## src/rtl/ov7670_capture_pkg.sv

```systemverilog
// rtl/ov7670_capture_pkg.sv - shared constants and types for the OV7670 capture path
// FSM encoding, RGB332 field widths and default active-area size shared with vga640x480.
package ov7670_capture_pkg;

  localparam int H_ACTIVE_DEF = 640;
  localparam int V_ACTIVE_DEF = 480;

  localparam int R_W = 3;
  localparam int G_W = 3;
  localparam int B_W = 2;

  typedef enum logic [1:0] {
    WAIT_FRAME = 2'd0,
    LINE       = 2'd1,
    HI         = 2'd2,
    LO         = 2'd3
  } cap_state_t;

endpackage

```

## src/rtl/ov7670_capture_rgb565_to_rgb332.sv

```systemverilog
// rtl/ov7670_capture_rgb565_to_rgb332.sv - combinational RGB565 byte pair to RGB332 pack
// hi = R4..R0 G5..G3, lo = G2..G0 B4..B0; keeps the most significant bits of each field.
module rgb565_to_rgb332
  import ov7670_capture_pkg::*;
(
  input  logic [7:0] hi,
  input  logic [7:0] lo,
  output logic [7:0] pix
);

  logic [R_W-1:0] r;
  logic [G_W-1:0] g;
  logic [B_W-1:0] b;
  logic           pack_unused;

  assign r   = hi[7 -: R_W];
  assign g   = hi[2:0];
  assign b   = lo[4 -: B_W];
  assign pix = {r, g, b};

  assign pack_unused = ^{hi[4:3], lo[7:5], lo[2:0]};

endmodule

```

## src/rtl/ov7670_capture.sv

```systemverilog
// rtl/ov7670_capture.sv - OV7670 RGB565 capture to RGB332 frame-buffer writes
// Optional CAPTURE_DECIMATE_EN: 2:1 decimation in H and V (even pixels of even lines only).
module ov7670_capture
  import ov7670_capture_pkg::*;
#(
  parameter int H_ACTIVE = H_ACTIVE_DEF,
  parameter int V_ACTIVE = V_ACTIVE_DEF,
  parameter int ADDR_W   = 19
) (
  input  logic              dclk,
  input  logic              clr,
  input  logic              cam_vsync,
  input  logic              cam_href,
  input  logic [7:0]        cam_d,
  output logic              wr_en,
  output logic [ADDR_W-1:0] wr_addr,
  output logic [7:0]        wr_data,
  output logic              frame_done,
  output logic              busy
);

  localparam int PW = $clog2(H_ACTIVE + 1);
  localparam int LW = $clog2(V_ACTIVE + 1);
  localparam logic [PW-1:0] H_LIM = PW'(H_ACTIVE);
  localparam logic [LW-1:0] V_LIM = LW'(V_ACTIVE);
`ifdef CAPTURE_DECIMATE_EN
  localparam logic [ADDR_W-1:0] LINE_STEP = ADDR_W'(H_ACTIVE / 2);
`else
  localparam logic [ADDR_W-1:0] LINE_STEP = ADDR_W'(H_ACTIVE);
`endif

  cap_state_t        state, state_nx;
  logic              vsync_r, href_r, vsync_q;
  logic [7:0]        d_r, hi_byte, hi_byte_nx, pix_packed;
  logic [PW-1:0]     pix_cnt, pix_cnt_nx;
  logic [LW-1:0]     line_cnt, line_cnt_nx;
  logic [ADDR_W-1:0] line_base, line_base_nx, pix_addr, wr_addr_nx;
  logic [7:0]        wr_data_nx;
  logic              wr_en_nx, frame_done_nx;
  logic              vs_fall, vs_rise, pix_ok, line_step_en;

  assign vs_fall = vsync_q & ~vsync_r;
  assign vs_rise = ~vsync_q & vsync_r;
  assign busy    = (state != WAIT_FRAME);

  // line_base tracks line*line_width so the address needs only an adder
`ifdef CAPTURE_DECIMATE_EN
  assign pix_ok       = (pix_cnt < H_LIM) && (line_cnt < V_LIM) && !pix_cnt[0] && !line_cnt[0];
  assign pix_addr     = line_base + ADDR_W'(pix_cnt >> 1);
  assign line_step_en = line_cnt[0] && (line_cnt < V_LIM - 1'b1);
`else
  assign pix_ok       = (pix_cnt < H_LIM) && (line_cnt < V_LIM);
  assign pix_addr     = line_base + ADDR_W'(pix_cnt);
  assign line_step_en = (line_cnt < V_LIM - 1'b1);
`endif

  rgb565_to_rgb332 u_pack (
    .hi  (hi_byte),
    .lo  (d_r),
    .pix (pix_packed)
  );

  always_ff @(posedge dclk) begin
    if (clr) begin
      state <= WAIT_FRAME;
    end else begin
      state <= state_nx;
    end
  end

  always_comb begin
    state_nx = state;
    case (state)
      WAIT_FRAME: if (vs_fall) state_nx = LINE;
      LINE, HI: begin
        if (vs_rise)     state_nx = WAIT_FRAME;
        else if (href_r) state_nx = LO;
        else             state_nx = LINE;
      end
      LO: begin
        if (vs_rise)     state_nx = WAIT_FRAME;
        else if (href_r) state_nx = HI;
        else             state_nx = LINE;
      end
      default: state_nx = WAIT_FRAME;
    endcase
  end

  always_comb begin
    pix_cnt_nx    = pix_cnt;
    line_cnt_nx   = line_cnt;
    line_base_nx  = line_base;
    hi_byte_nx    = hi_byte;
    wr_en_nx      = 1'b0;
    wr_addr_nx    = wr_addr;
    wr_data_nx    = wr_data;
    frame_done_nx = 1'b0;
    case (state)
      WAIT_FRAME: begin
        if (vs_fall) begin
          pix_cnt_nx   = '0;
          line_cnt_nx  = '0;
          line_base_nx = '0;
        end
      end
      LINE, HI, LO: begin
        if (vs_rise) begin
          frame_done_nx = 1'b1;
        end else if (href_r) begin
          if (state == LO) begin
            if (pix_ok) begin
              wr_en_nx   = 1'b1;
              wr_addr_nx = pix_addr;
              wr_data_nx = pix_packed;
            end
            if (pix_cnt != H_LIM) pix_cnt_nx = pix_cnt + 1'b1;
          end else begin
            hi_byte_nx = d_r;
          end
        end else if (state != LINE) begin
          // end of line; an unpaired hi byte is simply never used
          pix_cnt_nx = '0;
          if (pix_cnt != '0 && line_cnt != V_LIM) begin
            line_cnt_nx = line_cnt + 1'b1;
            if (line_step_en) line_base_nx = line_base + LINE_STEP;
          end
        end
      end
      default: ;
    endcase
  end

  always_ff @(posedge dclk) begin
    if (clr) begin
      vsync_r    <= 1'b0;
      vsync_q    <= 1'b0;
      href_r     <= 1'b0;
      d_r        <= '0;
      hi_byte    <= '0;
      pix_cnt    <= '0;
      line_cnt   <= '0;
      line_base  <= '0;
      wr_en      <= 1'b0;
      wr_addr    <= '0;
      wr_data    <= '0;
      frame_done <= 1'b0;
    end else begin
      vsync_r    <= cam_vsync;
      vsync_q    <= vsync_r;
      href_r     <= cam_href;
      d_r        <= cam_d;
      hi_byte    <= hi_byte_nx;
      pix_cnt    <= pix_cnt_nx;
      line_cnt   <= line_cnt_nx;
      line_base  <= line_base_nx;
      wr_en      <= wr_en_nx;
      wr_addr    <= wr_addr_nx;
      wr_data    <= wr_data_nx;
      frame_done <= frame_done_nx;
    end
  end

endmodule

```

## config.mk

```make
export PLATFORM = sky130hd
export DESIGN_NAME = ov7670_capture
export DESIGN_NICKNAME = d
export VERILOG_FILES = /design/src/rtl/ov7670_capture_pkg.sv /design/src/rtl/ov7670_capture_rgb565_to_rgb332.sv /design/src/rtl/ov7670_capture.sv
export SDC_FILE = /design/constraint.sdc
export NUM_CORES = 1
export LEC_CHECK = 0
export ABC_AREA = 1
export CAP_MARGIN = 30
export CORE_AREA = 2 2 103 75
export CTS_CLUSTER_DIAMETER = 50
export DETAILED_ROUTE_END_ITERATION = 10
export DIE_AREA = 0 0 105 77
export PLACE_DENSITY = 0.83
export SLEW_MARGIN = 5
export SYNTH_ARGS = -nofsm -noshare
export SYNTH_HDL_FRONTEND = slang
export SYNTH_SLANG_ARGS = --single-unit
```

## constraint.sdc

```tcl
create_clock -name dclk -period 3.8 [get_ports dclk]
set_input_delay 0.76 -clock dclk [delete_from_list [all_inputs] [get_ports dclk]]
set_output_delay 0.76 -clock dclk [all_outputs]
set_load 0.005 [all_outputs]
```

**Run 1: signal wires by layer**

(4 px per um) Only two layers are drawn.
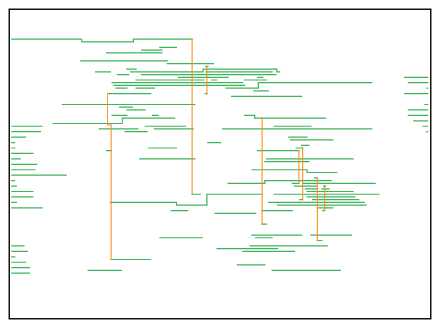
Key: orange = M4 [wire length 157 um]; green = M3 [wire length 1160 um]

**Run 1: metal 1**

(6 px per um) Supply wires on this layer in gray.
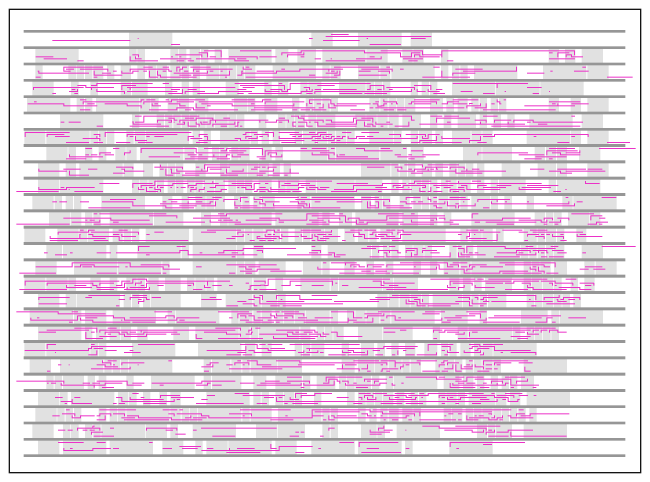
The layer holds 45% of the routed length. 641 nets have wire on it. The wires run mostly horizontal.
Routed WL: 10700 um
GR met1 Demand/Resource: 0.385
total via count after detailed routing: 4232

**Run 1: sequential cells colored by netlist name**

(4 px per um)
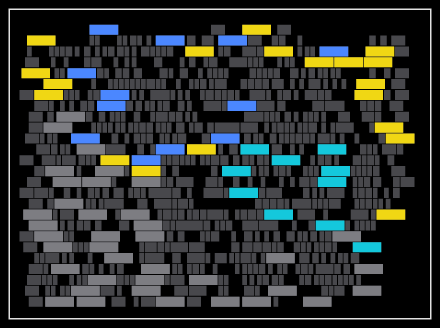
Key: cyan = pix_cnt [sequential cells 10]; yellow = wr_addr [sequential cells 19]; blue = line_base [sequential cells 12]
Another 38 sequential cells are not colored.

**Run 1: routing congestion map**

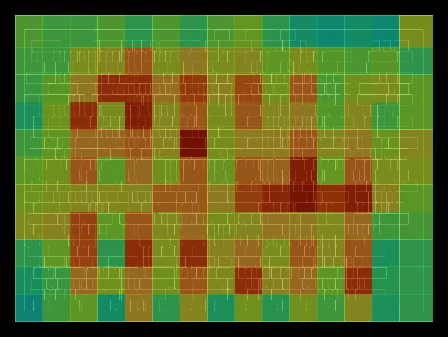
routed len/inst: 13.9 um
met3 layer usage reported by global route: 0.0757
met2 Resource Use GR: 0.405
global-route layer with the greatest usage: met2

==> impl_metrics.py, run 1 <==
# Flow results
metrics = {
    "clock_tree": {
        "htree_levels": 3,
        "post_cts_resized": 0,
        "cts.root.buffer_cell": "clkbuf_8",
        "cts_inserted_buffers": 9,
    },
    "synthesis": {
        "top_area_cell": "dfxtp_1",
        "edf_count": 0,
        "post_synth_fa_ha_maj_area_fraction": 0.0411,
        "synthesized_instance_count": 639,
        "yosys.area_share.simple": 0.343,
        "syn_area_per_cell_sq_um": 6.67,
        "ys_top_logic_family": "simple AND/OR/NAND/NOR gates",
        "synth.area.mux_share": 0,
        "yosys.stat.chipArea_sq_um": 4260,
        "post_synth_top_cells": "154 x nand2_1, 99 x nor2_1, 79 x dfxtp_1",
        "yosysUniqueCellTypes": 39,
        "synth.top_cells.by_area": "dfxtp_1 37%, nand2_1 14%, nor2_1 8.7%",
        "synth.yosys.seq_area_share": 0.371,
    },
    "run": {
        "max_cap_viol_count": 0,
    },
    "route": {
        "drc": 0,
        "m1WireLength_um": 4870,
        "first_iter_violations": 305,
        "route.antenna.remaining_nets": 0,
        "detailroute.wirelength.met2_um": 4540,
        "highest-signal-layer": "met4",
        "met3_wirelength_um": 1160,
    },
    "placed_design": {
        "detailed_place_hpwl_um": 7710,
        "postPlaceCellArea_sq_um": 4680,
        "place_ws_ps": 1040,
        "port_buffers": 41,
    },
    "power_and_ir_drop": {
        "power_frac_seq": 0.406,
        "clock_group_power_uw": 603,
        "netSwitchingPower_uw": 1000,
    },
    "final_layout": {
        "layout.clock.cell_area_share": 0.0383,
        "final-seq-area_sq_um": 1580,
        "nFlopsAndLatches": 79,
        "comb_area_sq_um": 2240,
        "drive_above_1_share": 0.0533,
        "buffer_area_frac": 0.0905,
        "nets": 696,
        "dominant_kind_of_cell": "multi-input combinational cells",
        "comb-cell-share": 0.461,
    },
    "final_timing": {
        "final-max-slew-violation-count": 0,
        "min_cycle_time_layout_ps": 2950,
        "worstMarginPinSlew_ps": 794,
        "finClkSkew_ps": 11.3,
        "setup_slack_ps": 850,
        "clock.fmax_mhz": 339,
    },
    "critical_path": {
        "worst-path-stages": 9,
        "timing.critical_path.cells": "inv_1, ha_1, inv_6, nand3_1, nand2_1, inv_1, nand3_1, o21ai_0, a21oi_1",
        "worst-path-buf-inv": 3,
        "setup.worst_path.start_class": "register",
        "timing.reg2reg.setup_slack_ps": 850,
        "regToRegStartpoint": "state[1]",
    },
    "floorplan": {
        "die_w_um": 105,
        "die_area_sq_um": 8090,
        "num_tap_cells": 98,
        "die_y_um": 77,
        "fp.coreArea_sq_um": 7090,
        "initCoreUtil": 0.601,
    },
    "grt": {
        "antenna_violations_before_repair": 0,
        "grt_first_pass_wirelength_um": 17800,
        "globalRouteTotalUtil": 0.272,
    },
    "run_status": {
        "status": "complete, no violations",
    },
    "min_path": {
        "min_delay_path_class": "register to register",
        "hold_depth": 2,
    },
}
**Run 1: met4 routing**

(4 px per um) Supply wires on this layer in gray.
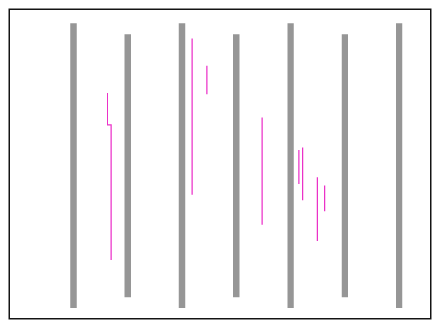

## Run 2: what changed since run 1
--- a/config.mk
+++ b/config.mk
@@ -7,11 +7,11 @@
 export LEC_CHECK = 0
 export ABC_AREA = 1
 export CAP_MARGIN = 30
-export CORE_AREA = 2 2 103 75
+export CORE_AREA = 2 2 112 81
 export CTS_CLUSTER_DIAMETER = 50
 export DETAILED_ROUTE_END_ITERATION = 10
-export DIE_AREA = 0 0 105 77
-export PLACE_DENSITY = 0.83
+export DIE_AREA = 0 0 114 83
+export PLACE_DENSITY = 0.74
 export SLEW_MARGIN = 5
 export SYNTH_ARGS = -nofsm -noshare
 export SYNTH_HDL_FRONTEND = slang
==> constraint.sdc (replaced) <==
create_clock -name dclk -period 2.5 [get_ports dclk]
set_input_delay 0.5 -clock dclk [delete_from_list [all_inputs] [get_ports dclk]]
set_output_delay 0.5 -clock dclk [all_outputs]
set_load 0.005 [all_outputs]
**Run 2: met4 routing**

(4 px per um) Supply wires on this layer in gray.
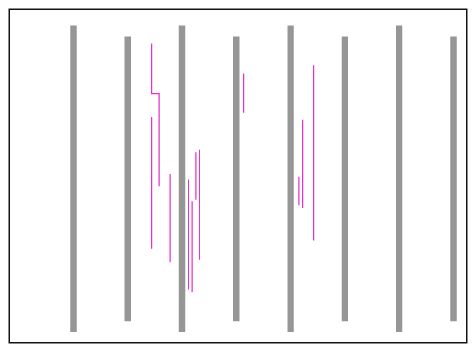
The layer carries 262 um of wire. 10 nets have wire on it. The wires run mostly vertical.

**Run 2: sequential cells colored by netlist name**

(4 px per um)
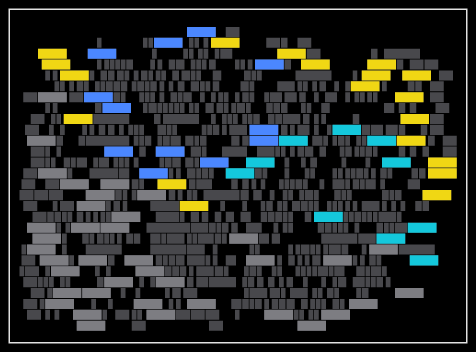
Key: blue = line_base [sequential cells 12]; yellow = wr_addr [sequential cells 19]; cyan = pix_cnt [sequential cells 10, where middle right]
Another 38 sequential cells are not colored.
Sequential Power: 1490 uW
sequential share of cell area: 0.312
Layout Utilization: 0.608
area taken by flip-flops and latches: 1580 sq um

==> run 2 against run 1 <==
Flip-flop count unchanged. Cell count rose by 1.4%. Critical path depth fell by 5. Via count is 0.45% lower. First-iteration DRC count is 30% higher. Die size up 17%. Worst setup slack worse by 610 ps. Synthesized cell count unchanged. Utilization fell by 7.8 points. Register-to-register slack got worse by 530 ps. Critical endpoint is now busy. Largest cell class unchanged. Largest power group unchanged.
==> impl_metrics.py, run 2 <==
# Flow results
metrics = {
    "synthesis": {
        "yosysUniqueCellTypes": 39,
        "syn_area_per_cell_sq_um": 6.67,
        "edf_count": 0,
        "synth.yosys.seq_area_share": 0.371,
        "synth.area.mux_share": 0,
        "post_synth_fa_ha_maj_area_fraction": 0.0411,
        "top_area_cell": "dfxtp_1",
        "synth.top_cells.by_area": "dfxtp_1 37%, nand2_1 14%, nor2_1 8.7%",
        "post_synth_top_cells": "154 x nand2_1, 99 x nor2_1, 79 x dfxtp_1",
        "synthesized_instance_count": 639,
        "ys_top_logic_family": "simple AND/OR/NAND/NOR gates",
        "ys_dominant_reg_cell": "dfxtp_1",
        "yosys.stat.chipArea_sq_um": 4260,
        "yosys.area_share.simple": 0.343,
    },
    "route": {
        "postRouteWirelength_um": 10900,
        "met3_wirelength_um": 936,
        "highest-signal-layer": "met4",
        "route.antenna.remaining_nets": 0,
        "wl_per_cell_um": 13.9,
        "drc": 0,
        "via_count": 4213,
        "detailroute.wirelength.met2_um": 4550,
        "first_iter_violations": 398,
        "m1WireLength_um": 5120,
    },
    "grt": {
        "antenna_violations_before_repair": 0,
        "grt_first_pass_wirelength_um": 18100,
        "first_global_vias": 3763,
        "grtUsageMet2": 0.349,
        "grt-busiest-layer": "met2",
        "gr-usage-met3": 0.0606,
        "globalRouteTotalUtil": 0.237,
        "grt_util_met1": 0.334,
    },
    "power_and_ir_drop": {
        "clock_group_power_uw": 1440,
        "power-top-group": "registers",
        "power_frac_seq": 0.351,
        "netSwitchingPower_uw": 1570,
        "switching_share": 0.371,
    },
    "final_timing": {
        "min_cycle_time_layout_ps": 2260,
        "finClkSkew_ps": 9.98,
        "clock.fmax_mhz": 443,
        "worstMarginPinSlew_ps": 518,
        "setup_slack_ps": 241,
    },
    "final_layout": {
        "dominant_kind_of_cell": "multi-input combinational cells",
        "comb_area_sq_um": 2240,
        "layout.clock.cell_area_share": 0.0644,
        "layout_top_registers": "wr_addr x19, line_base x12, pix_cnt x10",
        "syn_to_final_growth_pct": 19.0,
        "comb-cell-share": 0.442,
        "nets": 700,
        "drive_above_1_share": 0.0589,
        "nFlopsAndLatches": 79,
        "stdcell_count": 784,
    },
    "clock_tree": {
        "cts_inserted_buffers": 9,
        "post_cts_resized": 0,
        "cts_hold_buf": 0,
        "htree_levels": 3,
        "cts.root.buffer_cell": "clkbuf_16",
    },
    "placed_design": {
        "place_ws_ps": 432,
        "detailed_place_hpwl_um": 7530,
        "port_buffers": 41,
        "postPlaceCellArea_sq_um": 4740,
    },
    "run_status": {
        "status": "complete, no violations",
    },
    "min_path": {
        "hold_depth": 2,
        "min_delay_path_class": "register to register",
    },
    "floorplan": {
        "die_y_um": 83,
        "initCoreUtil": 0.511,
        "num_tap_cells": 105,
        "die_area_sq_um": 9460,
        "die_w_um": 114,
        "fp.coreArea_sq_um": 8340,
    },
    "critical_path": {
        "crit_type": "register to output port",
        "worst-path-buf-inv": 3,
        "timing.critical_path.cells": "inv_1, ha_1, inv_1, clkdlybuf4s50_1",
        "setup.worst_path.start_class": "register",
        "timing.reg2reg.setup_slack_ps": 320,
        "regToRegStartpoint": "state[1]",
        "worst-path-stages": 4,
    },
    "run": {
        "max_cap_viol_count": 0,
    },
}
**Run 2: metal 1**

(4 px per um) Supply wires on this layer in gray.
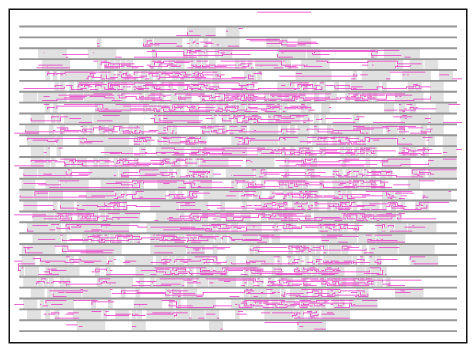
The wires run mostly horizontal. 650 nets have wire on it.

Power is estimated from default activity; no workload was simulated.
